`src/rtl/baseerat_pkg.sv`:
```
// Shared constants for the baseerat demux: section slice width and the
// encoding of the destination select.
package baseerat_pkg;

  // Routing granularity; every section of a word follows the same select.
  localparam int unsigned SECTION_WIDTH = 16;

  // Destination select encoding: a 1 on sel steers to port 0.
  typedef enum logic {
    PortSel1 = 1'b0,
    PortSel0 = 1'b1
  } port_sel_e;

endpackage

```
`src/rtl/baseerat_demux_slot.sv`:
```
// One output port of the baseerat demux. Holds a word until the downstream
// takes it. Build option: define BASEERAT_DEMUX_SKID_EN for a 2-entry skid
// buffer whose ready is a registered flag; otherwise a single output register
// whose ready looks through to the downstream ready.
module baseerat_demux_slot #(
  parameter int unsigned DATA_WIDTH = 160
) (
  input  logic                  clk_i,
  input  logic                  rst_ni,
  input  logic                  push_i,
  input  logic [DATA_WIDTH-1:0] data_i,
  output logic                  ready_o,
  output logic                  valid_o,
  output logic [DATA_WIDTH-1:0] data_o,
  input  logic                  out_ready_i
);

`ifdef BASEERAT_DEMUX_SKID_EN

  logic                  head_valid_q, head_valid_d;
  logic                  skid_valid_q, skid_valid_d;
  logic [DATA_WIDTH-1:0] head_q, head_d;
  logic [DATA_WIDTH-1:0] skid_q, skid_d;
  logic                  pop;

  assign pop     = head_valid_q & out_ready_i;
  // Full only when the skid entry is occupied; no path from out_ready_i.
  assign ready_o = ~skid_valid_q;
  assign valid_o = head_valid_q;
  assign data_o  = head_q;

  // Pop advances skid into head; push fills head if it is free, else skid.
  always_comb begin
    head_valid_d = head_valid_q;
    skid_valid_d = skid_valid_q;
    head_d       = head_q;
    skid_d       = skid_q;
    if (pop) begin
      if (skid_valid_q) begin
        head_d       = skid_q;
        skid_valid_d = 1'b0;
      end else begin
        head_valid_d = 1'b0;
      end
    end
    if (push_i) begin
      if (!head_valid_d) begin
        head_valid_d = 1'b1;
        head_d       = data_i;
      end else begin
        skid_valid_d = 1'b1;
        skid_d       = data_i;
      end
    end
  end

  // Storage registers, cleared asynchronously.
  always_ff @(posedge clk_i or negedge rst_ni) begin
    if (!rst_ni) begin
      head_valid_q <= 1'b0;
      skid_valid_q <= 1'b0;
      head_q       <= '0;
      skid_q       <= '0;
    end else begin
      head_valid_q <= head_valid_d;
      skid_valid_q <= skid_valid_d;
      head_q       <= head_d;
      skid_q       <= skid_d;
    end
  end

`else

  logic                  valid_q, valid_d;
  logic [DATA_WIDTH-1:0] data_q, data_d;

  // Accept when empty or when the held word leaves this same cycle.
  assign ready_o = ~valid_q | out_ready_i;
  assign valid_o = valid_q;
  assign data_o  = data_q;

  // A push overrides the drain so replacement happens without a bubble.
  always_comb begin
    valid_d = valid_q;
    data_d  = data_q;
    if (valid_q && out_ready_i) valid_d = 1'b0;
    if (push_i) begin
      valid_d = 1'b1;
      data_d  = data_i;
    end
  end

  // Output register, cleared asynchronously.
  always_ff @(posedge clk_i or negedge rst_ni) begin
    if (!rst_ni) begin
      valid_q <= 1'b0;
      data_q  <= '0;
    end else begin
      valid_q <= valid_d;
      data_q  <= data_d;
    end
  end

`endif

endmodule

```
`src/rtl/baseerat_demux.sv`:
```
// 1-to-2 valid/ready demultiplexer: sel=1 steers a word to port 0, sel=0 to
// port 1, one cycle of latency. Each port has independent storage so a stall
// on one never blocks the other. Build option BASEERAT_DEMUX_SKID_EN selects
// per-port 2-entry skid storage (see baseerat_demux_slot).
module baseerat_demux #(
  parameter int unsigned DATA_WIDTH    = 160,
  parameter int unsigned SECTION_WIDTH = baseerat_pkg::SECTION_WIDTH
) (
  input  logic                  clk,
  input  logic                  resetn,
  input  logic [DATA_WIDTH-1:0] din,
  input  logic                  din_valid,
  input  logic                  sel,
  output logic                  din_ready,
  output logic [DATA_WIDTH-1:0] dout0,
  output logic                  dout0_valid,
  input  logic                  dout0_ready,
  output logic [DATA_WIDTH-1:0] dout1,
  output logic                  dout1_valid,
  input  logic                  dout1_ready
);
  import baseerat_pkg::*;

  localparam int unsigned NumSections = DATA_WIDTH / SECTION_WIDTH;

  if (DATA_WIDTH % SECTION_WIDTH != 0) begin : g_bad_width
    $error("DATA_WIDTH must be a multiple of SECTION_WIDTH");
  end

  logic [DATA_WIDTH-1:0] slot_din;
  logic                  ready0, ready1;
  logic                  push0, push1;
  port_sel_e             sel_port;

  assign sel_port = port_sel_e'(sel);

  // Every section is steered by the same select, so all slices land together.
  for (genvar s = 0; s < NumSections; s++) begin : g_sec
    assign slot_din[s*SECTION_WIDTH +: SECTION_WIDTH] = din[s*SECTION_WIDTH +: SECTION_WIDTH];
  end

  // Steer the handshake to the selected slot only.
  always_comb begin
    din_ready = (sel_port == PortSel0) ? ready0 : ready1;
    push0     = din_valid & din_ready & (sel_port == PortSel0);
    push1     = din_valid & din_ready & (sel_port == PortSel1);
  end

  baseerat_demux_slot #(
    .DATA_WIDTH (DATA_WIDTH)
  ) u_slot0 (
    .clk_i       (clk),
    .rst_ni      (resetn),
    .push_i      (push0),
    .data_i      (slot_din),
    .ready_o     (ready0),
    .valid_o     (dout0_valid),
    .data_o      (dout0),
    .out_ready_i (dout0_ready)
  );

  baseerat_demux_slot #(
    .DATA_WIDTH (DATA_WIDTH)
  ) u_slot1 (
    .clk_i       (clk),
    .rst_ni      (resetn),
    .push_i      (push1),
    .data_i      (slot_din),
    .ready_o     (ready1),
    .valid_o     (dout1_valid),
    .data_o      (dout1),
    .out_ready_i (dout1_ready)
  );

endmodule

```
`config.mk`:
```
export PLATFORM = sky130hd
export DESIGN_NAME = baseerat_demux
export DESIGN_NICKNAME = d
export VERILOG_FILES = /design/src/rtl/baseerat_pkg.sv /design/src/rtl/baseerat_demux_slot.sv /design/src/rtl/baseerat_demux.sv
export SDC_FILE = /design/constraint.sdc
export NUM_CORES = 1
export LEC_CHECK = 0
export CAP_MARGIN = 30
export CELL_PAD_IN_SITES_DETAIL_PLACEMENT = 1
export CELL_PAD_IN_SITES_GLOBAL_PLACEMENT = 1
export CORE_AREA = 2 2 189 191
export DETAILED_ROUTE_END_ITERATION = 7
export DIE_AREA = 0 0 191 193
export PLACE_DENSITY_LB_ADDON = 0.08
export SLEW_MARGIN = 40
export SYNTH_ARGS = -nofsm -noshare
export SYNTH_HDL_FRONTEND = slang
export SYNTH_SLANG_ARGS = --single-unit
```
`constraint.sdc`:
```
create_clock -name clk -period 3 [get_ports clk]
set_clock_uncertainty 0.15 [all_clocks]
set_input_delay 0.6 -clock clk [delete_from_list [all_inputs] [get_ports clk]]
set_output_delay 0.6 -clock clk [all_outputs]
set_load 0.02 [all_outputs]
```
Zoomed window:
Region (80, 120) to (110, 150) um. Cells in grey, sequential cells in the stronger grey; small squares are vias.
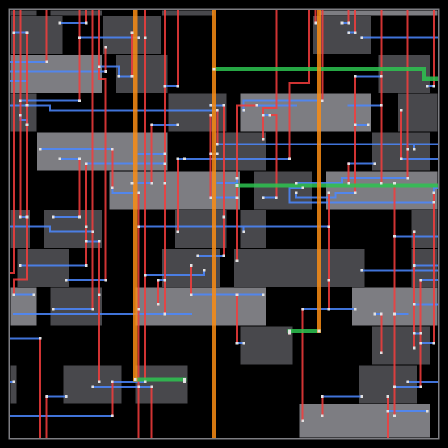
[blue] met1
[orange] met4
[red] met2
[green] met3
cells with their middle in the window: 32
most frequent: clkdlybuf4s50_1 (12), dfrtp_1 (8), mux2_1 (6)
netlist names of flops here include: u_slot0.data_o (4), u_slot1.data_o (4)
sequential cells in the window: 8

Routed metal, one colour a layer:
(2 px per um) Only two layers are drawn.
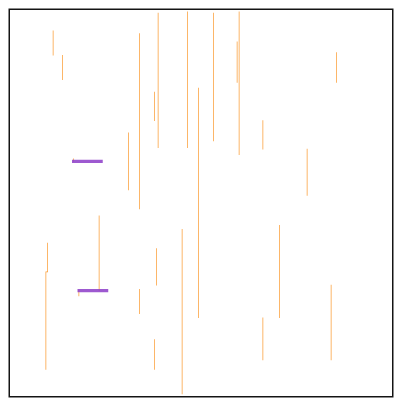
[orange] met4 | wire length: 952 um
[purple] met5 | wire length: 27.6 um
final wirelength: 36150 um
drt wl/cell: 21.35 um

The metal 1 layer:
(2 px per um) Supply wires on this layer in grey.
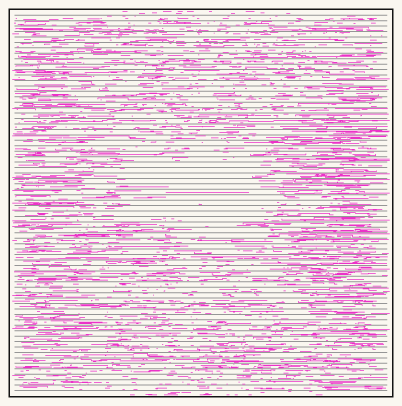
nets with wire on the layer: 1196
share of all routed wire: 37%
GR Util met1: 21.75%
vias post-DR: 7861

Routing congestion map:
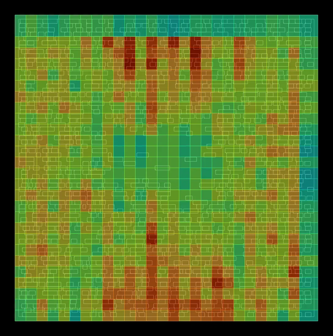
All-Layer GR Usage: 19.35%
Util after Layout: 53.97%
met2 usage: 32.76%
global-route layer with the greatest usage: met2
met3 Use GR: 8.706%

==> reports/metrics.yaml <==
dieHeight_um: 193
ys.flops: 322
io_pins: 489
cts_tree: "done"
hold_end: "u_slot1.data_o[110]$_DFFE_PN0P_"
inv_count: 1
yosysWarnings: 0
finalWorstSetupSlack_ns: 0.2426
cpLargestDelayFamily: "buffers and inverters"
period_used_pct: 91.91
dp_slack_ns: 0.2485
cp_slowest_stage_delay_ns: 0.62
cap_violations: 0
taps: 461
yosys_area_um2: 11940
cts_made_buffers: 38
grt_antenna_before_repair: 2
clkbuf_count: 56
htreeDepth: 2
status: "finished clean"
drv_slew: 0
clock-sinks: 322
path_class: "input pin to output pin"
post_cts_buffers: 0
fin_hold_ws_ns: 0.3321
dp.cells: 1621
core_region_area_um2: 34960
path_cells: "clkdlybuf4s50_1 -> nor2_1 -> a21oi_1 -> clkdlybuf4s50_1"
netlist-cell-type-count: 14
syn_to_final_growth_pct: 58.00
swShare_pct: 28.90
synthArstFlopShare_pct: 100.0
netlist.area_leader.share_pct: 67.47
die-width_um: 191
period_needed_ns: 2.757
clk_path_buf_depth: 3
setup_viol: 0
clk_share_pct: 7.135
slew_headroom_pct: 66.66
path_max_fanout: 5
power_clock_mw: 4.88
syn_avg_cell_area_um2: 17.41
synth-xor-area-share_pct: 0
hold_path.startpoint: "u_slot1.data_o[110]$_DFFE_PN0P_"
hold_path_depth: 1
layout.cells.non_filler: 1693
finalNetCount: 1367
timing.rr.start: "u_slot1.valid_o$_DFFE_PN0P_"
clk_latency_ns: 0.52
worstSetupPathDepth: 4
drc: 0
seqCellArea_um2: 8058
setup_tns_ns: 0
hpwl_um: 26690
synth-simple-area-share_pct: 0.3772
power.share.clock_pct: 33.7
synth_cells: 686
diodes: 1
synthFlopType: "dfrtp_1"
endpoint_kind: "output pin"
peakVddDrop_mv: 0.5377
cp-endpoint: "din_ready"
combPwrFrac_pct: 28.2
top_cell: "dfrtp_1"
antenna_left: 0
hold_buffers: 1
